--- config.mk ---
export PLATFORM = sky130hd
export DESIGN_NAME = lsu_bus_unit
export DESIGN_NICKNAME = d
export VERILOG_FILES = /design/src/rtl/lsu_bus_unit.sv
export SDC_FILE = /design/constraint.sdc
export NUM_CORES = 1
export LEC_CHECK = 0
export ABC_AREA = 1
export CAP_MARGIN = 0
export CORE_MARGIN = 5
export CORE_UTILIZATION = 42
export DETAILED_ROUTE_END_ITERATION = 8
export PLACE_DENSITY = 0.88
export SYNTH_ARGS = -nofsm -noshare
export SYNTH_HDL_FRONTEND = slang
export SYNTH_SLANG_ARGS = --single-unit
--- constraint.sdc ---
create_clock -name clk -period 7.2 [get_ports clk]
set_clock_uncertainty 0.1 [all_clocks]
set_input_delay 1.44 -clock clk [delete_from_list [all_inputs] [get_ports clk]]
set_output_delay 1.44 -clock clk [all_outputs]
set_load 0.01 [all_outputs]
--- src/rtl/lsu_bus_unit.sv ---
// Load/store unit: checks one core request, issues a single aligned bus beat
// with lane mask, and returns extended load data or an error code.
module lsu_bus_unit #(
  parameter int DATA_WIDTH = 64,
  parameter int ADDR_WIDTH = 64,
  parameter int TIMEOUT    = 255
) (
  input  logic                    clk,
  input  logic                    rst,
  input  logic                    req_valid,
  output logic                    req_ready,
  input  logic                    req_wen,
  input  logic [2:0]              req_func3,
  input  logic [ADDR_WIDTH-1:0]   req_addr,
  input  logic [DATA_WIDTH-1:0]   req_wdata,
  output logic                    resp_valid,
  input  logic                    resp_ready,
  output logic [DATA_WIDTH-1:0]   resp_rdata,
  output logic [1:0]              resp_err,
  output logic                    bus_req_valid,
  input  logic                    bus_req_ready,
  output logic                    bus_we,
  output logic [ADDR_WIDTH-1:0]   bus_addr,
  output logic [DATA_WIDTH-1:0]   bus_wdata,
  output logic [DATA_WIDTH/8-1:0] bus_wmask,
  input  logic                    bus_resp_valid,
  input  logic [DATA_WIDTH-1:0]   bus_resp_rdata,
  input  logic                    bus_resp_err,
  output logic [1:0]              dbg_state
);

  localparam int NB = DATA_WIDTH / 8;
  localparam int OW = $clog2(NB);
  localparam int CW = (TIMEOUT > 0) ? $clog2(TIMEOUT + 1) : 1;

  localparam logic [1:0] ERR_OK      = 2'b00;
  localparam logic [1:0] ERR_ILLEGAL = 2'b01;
  localparam logic [1:0] ERR_BUS     = 2'b10;
  localparam logic [1:0] ERR_TIMEOUT = 2'b11;

  // Handshakes: a transfer happens on a rising edge where valid and ready are
  // both high; a valid side holds its payload stable until that edge.
  typedef enum logic [1:0] {
    S_IDLE  = 2'd0,
    S_ISSUE = 2'd1,
    S_WAIT  = 2'd2,
    S_RESP  = 2'd3
  } state_e;

  state_e                  state_q, state_d;
  logic [2:0]              func3_q, func3_d;
  logic [OW-1:0]           off_q, off_d;
  logic [CW-1:0]           cnt_q, cnt_d;
  logic                    bus_req_valid_q, bus_req_valid_d;
  logic                    bus_we_q, bus_we_d;
  logic [ADDR_WIDTH-1:0]   bus_addr_q, bus_addr_d;
  logic [DATA_WIDTH-1:0]   bus_wdata_q, bus_wdata_d;
  logic [NB-1:0]           bus_wmask_q, bus_wmask_d;
  logic [DATA_WIDTH-1:0]   resp_rdata_q, resp_rdata_d;
  logic [1:0]              resp_err_q, resp_err_d;

  logic [3:0]              size_b;
  logic [OW-1:0]           req_off;
  logic [NB-1:0]           lane_mask;
  logic                    req_illegal;
  logic [DATA_WIDTH-1:0]   load_data;
  logic                    resp_hit;
  logic                    to_hit;

  // Keep the low 8<<sz bits, then fill above with the sign bit or zeros.
  function automatic logic [DATA_WIDTH-1:0] extend_load(
    input logic [DATA_WIDTH-1:0] sh,
    input logic [1:0]            sz,
    input logic                  uns
  );
    logic [6:0]            nbits;
    logic [DATA_WIDTH-1:0] keep;
    logic                  s;
    nbits = 7'd8 << sz;
    keep  = ~({DATA_WIDTH{1'b1}} << nbits);
    s     = !uns && (|(sh & keep & ~(keep >> 1)));
    return (sh & keep) | ({DATA_WIDTH{s}} & ~keep);
  endfunction

  always_comb begin
    req_off     = req_addr[OW-1:0];
    size_b      = 4'd1 << req_func3[1:0];
    lane_mask   = NB'((16'd1 << size_b) - 16'd1) << req_off;
    req_illegal = (req_func3 == 3'b111) ||
                  (int'(size_b) > NB) ||
                  (req_wen && req_func3[2]) ||
                  ((req_off & OW'(size_b - 4'd1)) != '0);
  end

  assign load_data = extend_load(bus_resp_rdata >> {off_q, 3'b000}, func3_q[1:0], func3_q[2]);

  always_comb begin
    state_d         = state_q;
    func3_d         = func3_q;
    off_d           = off_q;
    cnt_d           = cnt_q;
    bus_req_valid_d = bus_req_valid_q;
    bus_we_d        = bus_we_q;
    bus_addr_d      = bus_addr_q;
    bus_wdata_d     = bus_wdata_q;
    bus_wmask_d     = bus_wmask_q;
    resp_rdata_d    = resp_rdata_q;
    resp_err_d      = resp_err_q;
    resp_hit        = 1'b0;
    to_hit          = 1'b0;
    unique case (state_q)
      S_IDLE: begin
        if (req_valid) begin
          func3_d = req_func3;
          off_d   = req_off;
          if (req_illegal) begin
            state_d      = S_RESP;
            resp_err_d   = ERR_ILLEGAL;
            resp_rdata_d = '0;
          end else begin
            state_d         = S_ISSUE;
            cnt_d           = '0;
            bus_req_valid_d = 1'b1;
            bus_we_d        = req_wen;
            bus_addr_d      = {req_addr[ADDR_WIDTH-1:OW], {OW{1'b0}}};
            bus_wdata_d     = req_wdata << {req_off, 3'b000};
            bus_wmask_d     = req_wen ? lane_mask : '0;
          end
        end
      end
      S_ISSUE, S_WAIT: begin
        cnt_d    = cnt_q + CW'(1);
        // A response accepted alongside the request counts as the WAIT response.
        resp_hit = bus_resp_valid && ((state_q == S_WAIT) || bus_req_ready);
        to_hit   = (TIMEOUT != 0) && (cnt_q == CW'(TIMEOUT - 1));
        if (resp_hit) begin
          state_d         = S_RESP;
          bus_req_valid_d = 1'b0;
          resp_err_d      = bus_resp_err ? ERR_BUS : ERR_OK;
          resp_rdata_d    = (bus_resp_err || bus_we_q) ? '0 : load_data;
        end else if (to_hit) begin
          state_d         = S_RESP;
          bus_req_valid_d = 1'b0;
          resp_err_d      = ERR_TIMEOUT;
          resp_rdata_d    = '0;
        end else if ((state_q == S_ISSUE) && bus_req_ready) begin
          state_d         = S_WAIT;
          bus_req_valid_d = 1'b0;
        end
      end
      S_RESP: begin
        if (resp_ready) begin
          state_d      = S_IDLE;
          resp_rdata_d = '0;
          resp_err_d   = ERR_OK;
        end
      end
      default: state_d = S_IDLE;
    endcase
  end

  always_ff @(posedge clk or posedge rst) begin
    if (rst) begin
      state_q         <= S_IDLE;
      func3_q         <= '0;
      off_q           <= '0;
      cnt_q           <= '0;
      bus_req_valid_q <= 1'b0;
      bus_we_q        <= 1'b0;
      bus_addr_q      <= '0;
      bus_wdata_q     <= '0;
      bus_wmask_q     <= '0;
      resp_rdata_q    <= '0;
      resp_err_q      <= '0;
    end else begin
      state_q         <= state_d;
      func3_q         <= func3_d;
      off_q           <= off_d;
      cnt_q           <= cnt_d;
      bus_req_valid_q <= bus_req_valid_d;
      bus_we_q        <= bus_we_d;
      bus_addr_q      <= bus_addr_d;
      bus_wdata_q     <= bus_wdata_d;
      bus_wmask_q     <= bus_wmask_d;
      resp_rdata_q    <= resp_rdata_d;
      resp_err_q      <= resp_err_d;
    end
  end

  assign req_ready     = (state_q == S_IDLE);
  assign resp_valid    = (state_q == S_RESP);
  assign resp_rdata    = resp_rdata_q;
  assign resp_err      = resp_err_q;
  assign bus_req_valid = bus_req_valid_q;
  assign bus_we        = bus_we_q;
  assign bus_addr      = bus_addr_q;
  assign bus_wdata     = bus_wdata_q;
  assign bus_wmask     = bus_wmask_q;
  assign dbg_state     = state_q;

endmodule

Fig. 1: metal layers overlaid
The bar under the picture is 50 um long. Two of the layers only.
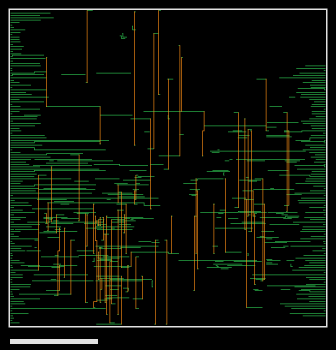
Orange shows M4, wire length 2310 um. Green shows M3, wire length 5140 um.
gr usage total: 28.4%
detailed-route via count: 13171

Fig. 2: cell classes on the final placement
The bar under the picture is 50 um long. Fill, decap, tap and diode cells in grey.
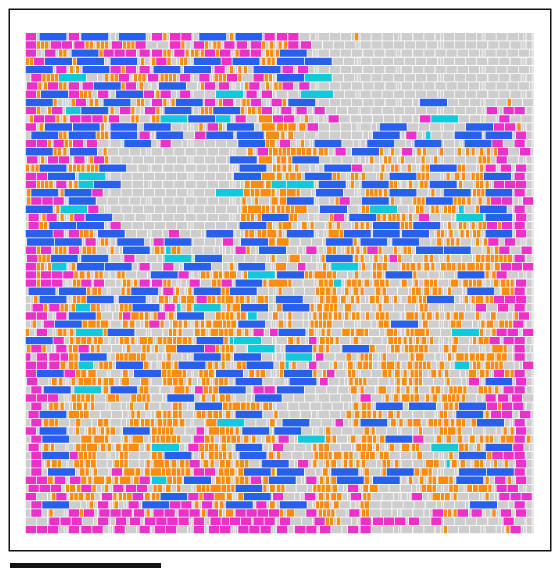
Magenta shows remaining buffers and delay cells, cells 423. Cyan shows clock drivers and dummy loads, cells 44. Blue shows registers, cells 217. Orange shows remaining logic cells, cells 1362.
row count: 61
Seq/total area: 32.0%
core area: 0.0279 sq mm
Core Util, Final: 60.7%
post-route cell area: 0.0170 sq mm

Fig. 3: routing congestion map
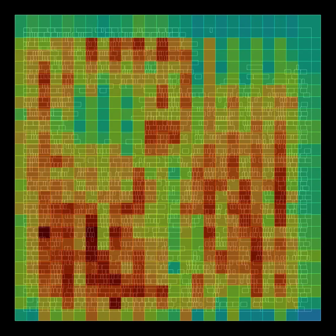
met1 Resource Use GR: 33.5%
gr busiest metal: met2
met2 Use GR: 47.8%

Fig. 4: sequential cells grouped by signal name
The bar under the picture is 50 um long. Other sequential cells in the stronger grey, the rest of the logic in the fainter grey.
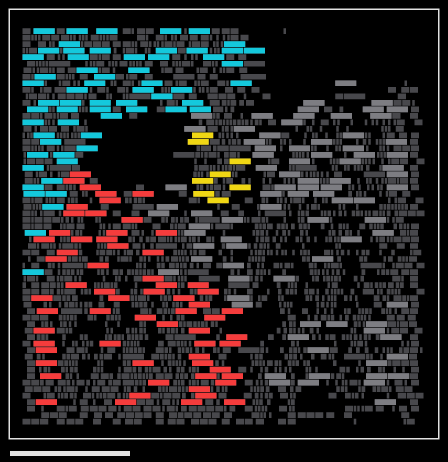
Red shows `bus_wdata`, flops 64. Cyan shows `bus_addr`, flops 61, where north-west. Yellow shows `cnt_q`, flops 8, where centre.
Another 84 sequential cells are not coloured.
Flop area: 0.00543 sq mm
sequential power: 1970 uW

Fig. 5: cell area per tile
18 x 18 tiles, from black (low) to pale yellow (high), 0 to 100% covered.
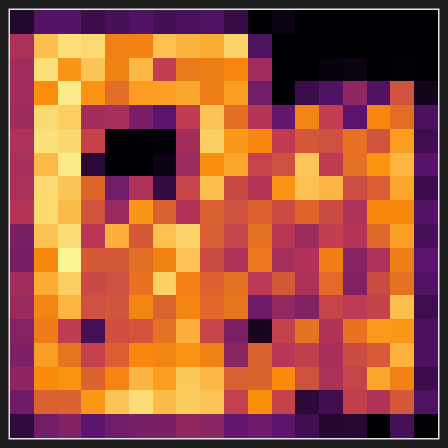
The mean over all tiles is 52%. The emptiest ninth of the die: north-east. 23% of the tiles are over 75% full. The fullest tile reaches 97%. 8.6% of the tiles are nearly empty.
fp util: 42.9%

==> reports/qor.csv <==
stage,metric,value,unit
status,status,completed,
cts,cts_max_path_buffers,3,
setup_path,r2r_setup_slack,4220,ps
setup_path,reg2reg_from,dbg_state[0]$_DFFE_PP0P_,
floorplan,die_w,179,um
cts,hold_buffers,0,
sta,max_clock_freq,221,MHz
setup_path,startpoint_type,input port,
routing,wl_per_cell,19.4,um
cts,cts_tree,done,
sta,fin_crit_sh,62.9,%
yosys,synthMuxAreaShare,2.03,%
global_routing,antenna_found_initial,4,
setup_path,critical-path-top-delay-family,buffers and inverters,
cts,postCtsSetupRepairBufs,0,
routing,wl,47100,um
routing,antenna_left,0,
yosys,yosys.area_share.aoi,13.9,%
floorplan,die_h,179,um
global_routing,grt_pass1_vias,13049,
setup_path,crit_type,in2reg,
place,numPortBuffers,407,
finish,final_net_count,2239,
setup_path,crit_chain,"clkdlybuf4s50_1, buf_4, inv_2, buf_4, o21ai_1, nand2_1, and2_1, nand3_4, buf_4, nor2_1, nor3_1",
setup_path,slowest_delay,920,ps
yosys,synth-edff-count,0,
cts,cts_root_buf,clkbuf_16,
setup_path,critPathMostFrequentCell,buf_4,
cts,cts.sink_count,217,
yosys,adder_share,0.731,%
finish,final_common_cell,nand2_1,
sta,rsz0062_at_grt,no,
yosys,ys_area,0.0120,sq mm
cts,worstSkewPairLatency,530,ps
global_routing,grt_pass1_wl,71400,um
setup_path,critPathArrivalTime,4870,ps
run,cap_violations,0,
yosys,synth_flop_count,217,
floorplan,io_pins,411,
place,finalWeightedCongestion,0.927,
power_and_ir_drop,power.density,377,mW/mm^2
setup_path,cp_slowest_cell,buf_4,
yosys,ys_seq_share,45.3,%
run,warnings,34,
routing,wl_met1,17100,um
routing,vias_per_cell,5.43,
setup_path,end_kind,flip-flop,
yosys,yosys_warnings,0,
yosys,top_logic_kind,simple AND/OR/NAND/NOR gates,
power_and_ir_drop,fin_total_pwr,6390,uW
power_and_ir_drop,p_leak,0.00816,uW
sta,finalHoldViolCount,0,
hold_path,hold_depth,2,
[cell usage after synthesis, drive strengths merged (3+ instances only)]
cell type / number / share of area [%]
nand2: 788 / 25
nand4: 4 / 0.21
xor2: 3 / 0.22
nand3: 95 / 4.1
mux2i: 22 / 1.8
dfrtp: 217 / 45
o22ai: 3 / 0.16
clkbuf: 43 / 1.3
o31ai: 13 / 0.81
a21oi: 62 / 2.6
o21ai: 204 / 8.5
inv: 71 / 2.2
ha: 7 / 0.73
o211ai: 24 / 1.5
nor3: 6 / 0.29
nor2: 44 / 1.4
buf: 71 / 3.2
or2: 3 / 0.16
[sequential cells by signal (all words and copies together), names as in the netlist]
name / count
bus_wmask: 8
dbg_state: 2
bus_we: 1
resp_err: 2
cnt_q: 8
resp_rdata: 64
bus_wdata: 64
off_q: 3
bus_req_valid: 1
func3_q: 3
bus_addr: 61
[metrics by stage]
stage / hold WS, ps / std cells / util (%) / setup slack (ps) / area [sq um]
after floorplan: 403 / 1693 / - / 2830 / 12000
after global placement: 362 / 2380 / 57.7 / 2310 / 16100
after detailed placement: 364 / 2380 / 57.7 / 2220 / 16100
after CTS: 382 / 2424 / 60.7 / 2760 / 17000
after global routing: 400 / 2426 / 60.7 / 2370 / 17000
final: 377 / 2427 / 60.7 / 2670 / 17000
[area by class of cell]
class | instances | area (sq um)
timing repair buffer | 423 | 4190
fill | 2447 | 11000
tap | 378 | 473
clock buffer | 38 | 764
multi-input combinational | 1290 | 5760
sequential | 217 | 5430
antenna | 3 | 7.51
inverter | 72 | 274
clock inverter | 6 | 61.3
[report_power, final]
group	internal (uW)	total (uW)	switching, uW
Clock	764	1290	522
Sequential	1650	1970	320
Combinational	1310	3130	1830
Total	3720	6390	2670
[tightest hold or removal path: stages, from the launching register on]
cell     delay [ps]
dfrtp_1         340
nand2_1          50
nand2_1          50
[cells by family (layout without fill, tap and decap cells)]
| kind of cell | count (synthesis) | in the layout |
|---|---|---|
| xor+xnor | 3 | 3 |
| mux | 24 | 24 |
| fa+ha+maj | 7 | 7 |
| compound gates | 311 | 311 |
| simple gates | 942 | 942 |
| buf+inv | 186 | 539 |
| other cells | 1 | 6 |
| flops | 217 | 217 |
[per-layer routing]
layer,track usage [%],vias up
met2,47.8,772
met5,0,-
met1,33.5,6131
met3,7.95,146
met4,13.5,2
li1,-,6120
[worst max-delay path by stage]
stage,from,endpoint,slack (ps),cells past startpoint
finish,req_addr[2],cnt_q[2]$_DFFE_PP0P_,2670,11
global route,req_addr[2],bus_wmask[1]$_DFFE_PP0P_,2370,12
CTS,req_addr[2],bus_wmask[1]$_DFFE_PP0P_,2760,12
detailed placement,req_addr[2],bus_wmask[2]$_DFFE_PP0P_,2220,12
global placement,req_addr[2],bus_wmask[2]$_DFFE_PP0P_,2310,12
floorplan,rst,bus_addr[10]$_DFFE_PP0P_,2830,1
Power is estimated from default activity; no workload was simulated.
